[src/rtl/thor2024_fpu_sequencer_if.sv]
// Issue / FPU / writeback signal bundle for the FPU sequencer.
// slave is the sequencer's view; master is the surrounding pipeline's view.
interface thor2024_fpu_sequencer_if #(
    parameter int TAGW = 6
);
    logic            in_valid;
    logic            in_fpu;
    logic            in_ready;
    logic [7:0]      in_op;
    logic [TAGW-1:0] in_tag;
    logic [63:0]     in_a;
    logic [63:0]     in_b;
    logic [63:0]     in_c;
    logic            flush;
    logic            fpu_start;
    logic [7:0]      fpu_op;
    logic [63:0]     fpu_a;
    logic [63:0]     fpu_b;
    logic [63:0]     fpu_c;
    logic            fpu_done;
    logic [63:0]     fpu_res;
    logic [4:0]      fpu_exc;
    logic            fpu_abort;
    logic            out_valid;
    logic            out_ready;
    logic [TAGW-1:0] out_tag;
    logic [63:0]     out_res;
    logic [5:0]      out_exc;
    logic            busy;

    modport slave (
        input  in_valid, in_fpu, in_op, in_tag, in_a, in_b, in_c, flush,
               fpu_done, fpu_res, fpu_exc, out_ready,
        output in_ready, fpu_start, fpu_op, fpu_a, fpu_b, fpu_c, fpu_abort,
               out_valid, out_tag, out_res, out_exc, busy
    );

    modport master (
        output in_valid, in_fpu, in_op, in_tag, in_a, in_b, in_c, flush,
               fpu_done, fpu_res, fpu_exc, out_ready,
        input  in_ready, fpu_start, fpu_op, fpu_a, fpu_b, fpu_c, fpu_abort,
               out_valid, out_tag, out_res, out_exc, busy
    );
endinterface

[src/rtl/thor2024_fpu_sequencer.sv]
// In-order FPU op queue: buffers decoded FPU ops, launches them one at a time
// into the FPU, times out stuck ops and hands tagged results to writeback.
module thor2024_fpu_sequencer #(
    parameter int DEPTH   = 4,
    parameter int TAGW    = 6,
    parameter int TIMEOUT = 255
) (
    input logic                  clk,
    input logic                  rst,
    thor2024_fpu_sequencer_if.slave bus
);
    localparam int PW = $clog2(DEPTH);
    localparam int CW = PW + 1;

    typedef struct packed {
        logic [7:0]      op;
        logic [TAGW-1:0] tag;
        logic [63:0]     a;
        logic [63:0]     b;
        logic [63:0]     c;
    } entry_t;

    typedef enum logic [1:0] {IDLE, BUSY, HOLD} state_t;

    entry_t          r_mem [DEPTH];
    logic [PW-1:0]   r_wr_ptr, r_rd_ptr;
    logic [CW-1:0]   r_count;
    state_t          r_state, w_state_nxt;
    logic [7:0]      r_timer;
    logic [TAGW-1:0] r_tag;
    logic            r_fpu_start, r_fpu_abort, r_out_valid;
    logic [7:0]      r_fpu_op;
    logic [63:0]     r_fpu_a, r_fpu_b, r_fpu_c, r_out_res;
    logic [TAGW-1:0] r_out_tag;
    logic [5:0]      r_out_exc;

    logic   w_in_ready, w_push, w_pop, w_done, w_tmo, w_release;
    entry_t w_head;

    assign w_in_ready = (r_count != CW'(DEPTH));
    assign w_push     = bus.in_valid & bus.in_fpu & w_in_ready & ~bus.flush;
    assign w_head     = r_mem[r_rd_ptr];

    always_comb begin
        w_state_nxt = r_state;
        w_pop       = 1'b0;
        w_done      = 1'b0;
        w_tmo       = 1'b0;
        w_release   = 1'b0;
        if (bus.flush) begin
            w_state_nxt = IDLE;
        end else begin
            case (r_state)
                IDLE: if (r_count != '0) begin
                    w_pop       = 1'b1;
                    w_state_nxt = BUSY;
                end
                BUSY: if (bus.fpu_done) begin
                    w_done      = 1'b1;
                    w_state_nxt = HOLD;
                end else if (r_timer == 8'(TIMEOUT)) begin
                    w_tmo       = 1'b1;
                    w_state_nxt = HOLD;
                end
                HOLD: if (bus.out_ready) begin
                    w_release = 1'b1;
                    // Chain straight into the next op so throughput is FPU latency + 1.
                    if (r_count != '0) begin
                        w_pop       = 1'b1;
                        w_state_nxt = BUSY;
                    end else begin
                        w_state_nxt = IDLE;
                    end
                end
                default: w_state_nxt = IDLE;
            endcase
        end
    end

    always_ff @(posedge clk) begin
        if (w_push) r_mem[r_wr_ptr] <= '{op: bus.in_op, tag: bus.in_tag,
                                         a: bus.in_a, b: bus.in_b, c: bus.in_c};
    end

    always_ff @(posedge clk or posedge rst) begin
        if (rst) begin
            r_state     <= IDLE;
            r_wr_ptr    <= '0;
            r_rd_ptr    <= '0;
            r_count     <= '0;
            r_timer     <= '0;
            r_tag       <= '0;
            r_fpu_start <= 1'b0;
            r_fpu_abort <= 1'b0;
            r_fpu_op    <= '0;
            r_fpu_a     <= '0;
            r_fpu_b     <= '0;
            r_fpu_c     <= '0;
            r_out_valid <= 1'b0;
            r_out_tag   <= '0;
            r_out_res   <= '0;
            r_out_exc   <= '0;
        end else begin
            r_state     <= w_state_nxt;
            r_fpu_start <= w_pop;
            r_fpu_abort <= w_tmo | (bus.flush & (r_state == BUSY));
            if (bus.flush) begin
                r_wr_ptr    <= '0;
                r_rd_ptr    <= '0;
                r_count     <= '0;
                r_out_valid <= 1'b0;
            end else begin
                if (w_push) r_wr_ptr <= r_wr_ptr + PW'(1);
                if (w_pop)  r_rd_ptr <= r_rd_ptr + PW'(1);
                case ({w_push, w_pop})
                    2'b10:   r_count <= r_count + CW'(1);
                    2'b01:   r_count <= r_count - CW'(1);
                    default: r_count <= r_count;
                endcase
                if (w_done) begin
                    r_out_valid <= 1'b1;
                    r_out_tag   <= r_tag;
                    r_out_res   <= bus.fpu_res;
                    r_out_exc   <= {1'b0, bus.fpu_exc};
                end else if (w_tmo) begin
                    r_out_valid <= 1'b1;
                    r_out_tag   <= r_tag;
                    r_out_res   <= '0;
                    r_out_exc   <= 6'b100000;
                end else if (w_release) begin
                    r_out_valid <= 1'b0;
                end
            end
            if (w_pop) begin
                r_fpu_op <= w_head.op;
                r_fpu_a  <= w_head.a;
                r_fpu_b  <= w_head.b;
                r_fpu_c  <= w_head.c;
                r_tag    <= w_head.tag;
                r_timer  <= '0;
            end else if (r_state == BUSY) begin
                r_timer  <= r_timer + 8'd1;
            end
        end
    end

    assign bus.in_ready  = w_in_ready;
    assign bus.busy      = (r_state != IDLE) | (r_count != '0);
    assign bus.fpu_start = r_fpu_start;
    assign bus.fpu_abort = r_fpu_abort;
    assign bus.fpu_op    = r_fpu_op;
    assign bus.fpu_a     = r_fpu_a;
    assign bus.fpu_b     = r_fpu_b;
    assign bus.fpu_c     = r_fpu_c;
    assign bus.out_valid = r_out_valid;
    assign bus.out_tag   = r_out_tag;
    assign bus.out_res   = r_out_res;
    assign bus.out_exc   = r_out_exc;
endmodule

[src/flat_wrapper.sv]
// flat-port wrapper written by rule: the top's interface ports become plain ports
module thor2024_fpu_sequencer_flat 
#(
    parameter int DEPTH   = 4,
    parameter int TAGW    = 6,
    parameter int TIMEOUT = 255
)
  (clk, rst, bus_in_valid, bus_in_fpu, bus_in_op, bus_in_tag, bus_in_a, bus_in_b, bus_in_c, bus_flush, bus_fpu_done, bus_fpu_res, bus_fpu_exc, bus_out_ready, bus_in_ready, bus_fpu_start, bus_fpu_op, bus_fpu_a, bus_fpu_b, bus_fpu_c, bus_fpu_abort, bus_out_valid, bus_out_tag, bus_out_res, bus_out_exc, bus_busy);
  thor2024_fpu_sequencer_if #(.TAGW(TAGW)) bus_i ();
  input logic clk;
  input logic rst;
  input wire logic [$bits(bus_i.in_valid)-1:0] bus_in_valid;
  input wire logic [$bits(bus_i.in_fpu)-1:0] bus_in_fpu;
  input wire logic [$bits(bus_i.in_op)-1:0] bus_in_op;
  input wire logic [$bits(bus_i.in_tag)-1:0] bus_in_tag;
  input wire logic [$bits(bus_i.in_a)-1:0] bus_in_a;
  input wire logic [$bits(bus_i.in_b)-1:0] bus_in_b;
  input wire logic [$bits(bus_i.in_c)-1:0] bus_in_c;
  input wire logic [$bits(bus_i.flush)-1:0] bus_flush;
  input wire logic [$bits(bus_i.fpu_done)-1:0] bus_fpu_done;
  input wire logic [$bits(bus_i.fpu_res)-1:0] bus_fpu_res;
  input wire logic [$bits(bus_i.fpu_exc)-1:0] bus_fpu_exc;
  input wire logic [$bits(bus_i.out_ready)-1:0] bus_out_ready;
  output wire logic [$bits(bus_i.in_ready)-1:0] bus_in_ready;
  output wire logic [$bits(bus_i.fpu_start)-1:0] bus_fpu_start;
  output wire logic [$bits(bus_i.fpu_op)-1:0] bus_fpu_op;
  output wire logic [$bits(bus_i.fpu_a)-1:0] bus_fpu_a;
  output wire logic [$bits(bus_i.fpu_b)-1:0] bus_fpu_b;
  output wire logic [$bits(bus_i.fpu_c)-1:0] bus_fpu_c;
  output wire logic [$bits(bus_i.fpu_abort)-1:0] bus_fpu_abort;
  output wire logic [$bits(bus_i.out_valid)-1:0] bus_out_valid;
  output wire logic [$bits(bus_i.out_tag)-1:0] bus_out_tag;
  output wire logic [$bits(bus_i.out_res)-1:0] bus_out_res;
  output wire logic [$bits(bus_i.out_exc)-1:0] bus_out_exc;
  output wire logic [$bits(bus_i.busy)-1:0] bus_busy;
  assign bus_i.in_valid = bus_in_valid;
  assign bus_i.in_fpu = bus_in_fpu;
  assign bus_i.in_op = bus_in_op;
  assign bus_i.in_tag = bus_in_tag;
  assign bus_i.in_a = bus_in_a;
  assign bus_i.in_b = bus_in_b;
  assign bus_i.in_c = bus_in_c;
  assign bus_i.flush = bus_flush;
  assign bus_i.fpu_done = bus_fpu_done;
  assign bus_i.fpu_res = bus_fpu_res;
  assign bus_i.fpu_exc = bus_fpu_exc;
  assign bus_i.out_ready = bus_out_ready;
  assign bus_in_ready = bus_i.in_ready;
  assign bus_fpu_start = bus_i.fpu_start;
  assign bus_fpu_op = bus_i.fpu_op;
  assign bus_fpu_a = bus_i.fpu_a;
  assign bus_fpu_b = bus_i.fpu_b;
  assign bus_fpu_c = bus_i.fpu_c;
  assign bus_fpu_abort = bus_i.fpu_abort;
  assign bus_out_valid = bus_i.out_valid;
  assign bus_out_tag = bus_i.out_tag;
  assign bus_out_res = bus_i.out_res;
  assign bus_out_exc = bus_i.out_exc;
  assign bus_busy = bus_i.busy;
  thor2024_fpu_sequencer #(.DEPTH(DEPTH), .TAGW(TAGW), .TIMEOUT(TIMEOUT)) u_core (.clk(clk), .rst(rst), .bus(bus_i));
endmodule
[config.mk]
export PLATFORM = sky130hd
export DESIGN_NAME = thor2024_fpu_sequencer_flat
export DESIGN_NICKNAME = d
export VERILOG_FILES = /design/src/rtl/thor2024_fpu_sequencer_if.sv /design/src/rtl/thor2024_fpu_sequencer.sv /design/src/flat_wrapper.sv
export SDC_FILE = /design/constraint.sdc
export NUM_CORES = 1
export LEC_CHECK = 0
export ABC_CLOCK_PERIOD_IN_PS = 20600
export CORE_AREA = 5 5 285 287
export CTS_CLUSTER_SIZE = 40
export DETAILED_ROUTE_END_ITERATION = 10
export DIE_AREA = 0 0 290 292
export PLACE_DENSITY = 0.77
export SYNTH_ARGS = -nofsm -noshare
export SYNTH_HDL_FRONTEND = slang
export SYNTH_SLANG_ARGS = --single-unit
[constraint.sdc]
create_clock -name clk -period 20.6 [get_ports clk]
set_clock_uncertainty 0.05 [all_clocks]
set_input_delay 4.12 -clock clk [delete_from_list [all_inputs] [get_ports clk]]
set_output_delay 4.12 -clock clk [all_outputs]
set_load 0.01 [all_outputs]
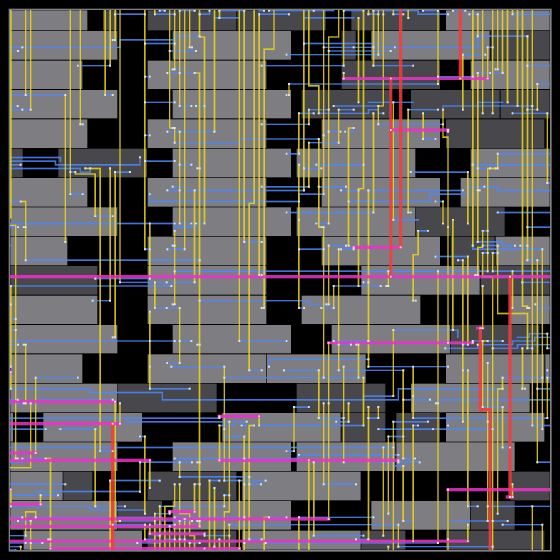
**Above:** layout detail.
Window x 48 to 98, y 194 to 244 microns. Cells in gray, sequential cells in the stronger gray; small squares are vias.
legend:
  metal 4:
    color: red
  metal 3:
    color: magenta
  metal 2:
    color: yellow
  metal 1:
    color: blue
cells with their middle in the window: 82
sequential cells in the window: 53
most frequent: edfxtp_1 (46), mux4_2 (12)
netlist names of flops here include: u_core.r_mem (46), u_core.bus.fpu_a (4), u_core.bus.fpu_c (3)

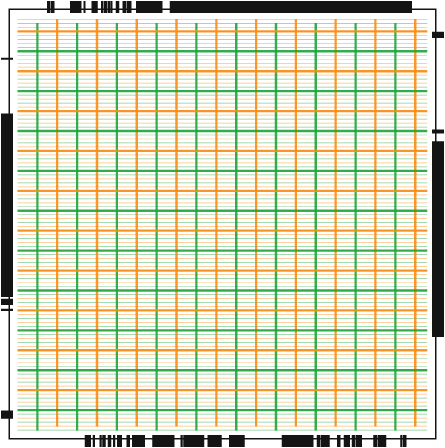
**Above:** floorplan with the power grid.
Pins as bars on the die edge.
legend:
  VDD:
    color: orange
  VSS:
    color: green
signal pins: 563
met5 straps: 20
met4 straps: 20
met1 rails: 104
rows: 103
VDD IR max: 96.34 uV
die width: 290 microns
core footprint: 0.07836 sq mm
die height: 292 microns

==> flow_summary.yaml <==
# generated from flow reports
worst_hold_path:
  hold_start: "u_core.bus.fpu_b[15]"
  hold_path_class: "reg2reg"
job:
  maxCapViolCount: 0
final_layout:
  regArea_sq_mm: 0.03231
  signal_buffers: 587
  combGateArea_sq_mm: 0.008285
  n_antenna_cell: 20
  finalInstanceArea_sq_mm: 0.05177
  layout-drive-gt1-share: 0.2186
  inverters: 4
  final_cells: 3577
  largestClassByArea: "registers"
  fin_nets: 2698
  clkbuf_count: 140
  multi_input_comb_cells: 581
grt:
  grt_pass1_vias: 21910
  grt_max_degree: 126
  grt_pass1_wl_microns: 138300
  gr-total-overflow: 0
  track_usage: 0.2143
routing:
  firstDrtPassIters: 5
  drc: 0
  wl_per_cell_microns: 25.71
  routed_wl_microns: 91970
  drtIter0Drc: 1453
final_timing:
  finalSetupViolations: 0
  fin_setup_tns_ns: 0
  min_period_ns: 7.804
  max_slew_margin: 0.2818
setup_path:
  path_common_cell: "buf_4"
  cp-end-kind: "flop"
  critPathSlowestCell: "buf_4"
  r2r-start: "u_core.r_count[0]"
  criticalPathCategory: "in2reg"
  critPathRequiredTime_ns: 20.81
  cpPeakStageDelay_ns: 0.86
  crit_chain: "clkdlybuf4s50_1, a211oi_1, and2_4, buf_4, buf_4"
  cp_max_fo: 65
clock_network:
  clock-root-buffer: "clkbuf_16"
  clkTransAtPathRegs_ns: 0.06
  ctsResizeCount: 0
  post_cts_buffers: 0
run_status:
  status: "complete, no violations"
die:
  fp_util: 0.5236
  die_area_sq_mm: 0.08468
  rows: 103
place:
  finalWeightedCongestion: 0.8459
  place_inst: 3348
synth:
  top_cell_area_share: 0.6032
  synthCells: 1800
  ys_ff: 1126
  synth-async-reset-ratio: 0.2682
  syn_nets: 2088
  synthDistinctLibCells: 41
  yosys_area_sq_mm: 0.04102
  top_cells_by_area: "edfxtp_1 60%, dfrtp_1 18%, mux4_2 11%"
  syn_avg_cell_area_sq_um: 22.79
  top_area_cell: "edfxtp_1"
  flop_cell: "edfxtp_1"
pwr:
  switchingPower_mw: 1.780
  comb_power_share: 0.244
  pwr-share-seq: 0.443
  pwr-share-clk: 0.314
  p_int_mw: 5.045
  power.density_mw_per_mm2: 131.8
  p_leak_nw: 17.81
-- stage by stage --
step                      hold WS, ns  setup WS [ns]  power, mW
final                          0.4342          12.80      6.825
after global routing           0.4544          12.54      7.115
after CTS                      0.4368          12.75      6.905
after detailed placement       0.4240          12.07      4.742
after global placement         0.4182          12.17      4.689
after floorplan                0.4041          8.084      3.845
-- sequential cells by signal, summed over array words and instances (netlist names) --
register and count:
u_core.bus.out_exc 6, u_core.bus.out_tag 6, u_core.bus.fpu_start 1, u_core.r_timer 8, u_core.r_state 2, u_core.bus.fpu_b 64, u_core.r_mem 824, u_core.r_rd_ptr 2
u_core.bus.fpu_abort 1, u_core.bus.out_res 64, u_core.bus.fpu_a 64, u_core.bus.out_valid 1, u_core.bus.fpu_op 8, u_core.bus.fpu_c 64, u_core.r_wr_ptr 2, u_core.r_tag 6
u_core.r_count 3
-- kinds of logic after synthesis --
logic type / count (synthesis) / share of synthesized area
muxes: 421 / 0.1720
adders and majority gates: 6 / 0.002013
and+or+nand+nor: 60 / 0.008174
xor gates and xnor gates: 11 / 0.002348
DFF: 1126 / 0.7874
AOI/OAI and AO/OA: 83 / 0.01674
buffers and inverters: 93 / 0.01128
-- cells in the final DEF (no fill, tap or decap), types with 5 or more instances in the layout --
cell | Yosys | routed
mux4_2 | 206 | 206
nand2_1 | 10 | 10
bufinv_16 | 0 | 20
clkinv_1 | 0 | 6
dfrtp_1 | 302 | 300
inv_6 | 0 | 6
edfxtp_1 | 824 | 824
nor2_1 | 19 | 19
mux2_1 | 90 | 90
clkinvlp_4 | 0 | 10
clkbuf_8 | 0 | 6
clkinv_2 | 0 | 19
clkbuf_16 | 0 | 113
nor2b_1 | 5 | 5
mux2_2 | 123 | 123
xor2_1 | 5 | 5
clkbuf_1 | 32 | 21
diode_2 | 0 | 20
a22o_1 | 69 | 69
clkdlybuf4s50_1 | 0 | 562
a21oi_1 | 6 | 6
xnor2_1 | 6 | 6
ha_1 | 5 | 5
buf_4 | 5 | 23
-- power by group through the flow --
stage / registers [mW] / clock network, mW / logic (mW)
floorplan: 3.09 / 0 / 0.752
global placement: 3.05 / 0 / 1.64
detailed placement: 3.06 / 0 / 1.68
CTS: 3.02 / 2.18 / 1.70
global route: 3.06 / 2.29 / 1.77
finish: 3.02 / 2.14 / 1.66
-- metal layers --
metal	wire, microns	vias to the layer above	GRT usage
met5	69	-	0
met4	2934	10	0.07308
met3	6186	156	0.04997
met2	47720	739	0.3634
met1	35050	10570	0.2779
li1	-	8582	-
-- worst max-delay path, delay by kind of cell --
kind            cells  cell delay, ns
compound gates      1            0.58
buf+inv             3            2.42
simple gates        1            0.74
-- path summary, 6_finish.rpt --
| kind | to | slack [ns] | depth (start not counted) |
|---|---|---|---|
| max in group asynchronous | u_core.bus.fpu_a[39] | 14.97 | 3 |
| min in group asynchronous | u_core.bus.out_res[8] | 3.98 | 2 |
| worst min-delay path | u_core.bus.fpu_b[15] | 0.43 | 1 |
| worst max register to register | u_core.r_mem[3][123] | 16.47 | 5 |
| worst min register to register | u_core.bus.fpu_b[15] | 0.43 | 1 |
| worst max-delay path | u_core.r_mem[3][123] | 12.80 | 5 |
No activity file was given, so power comes from the tool's default toggle rates.
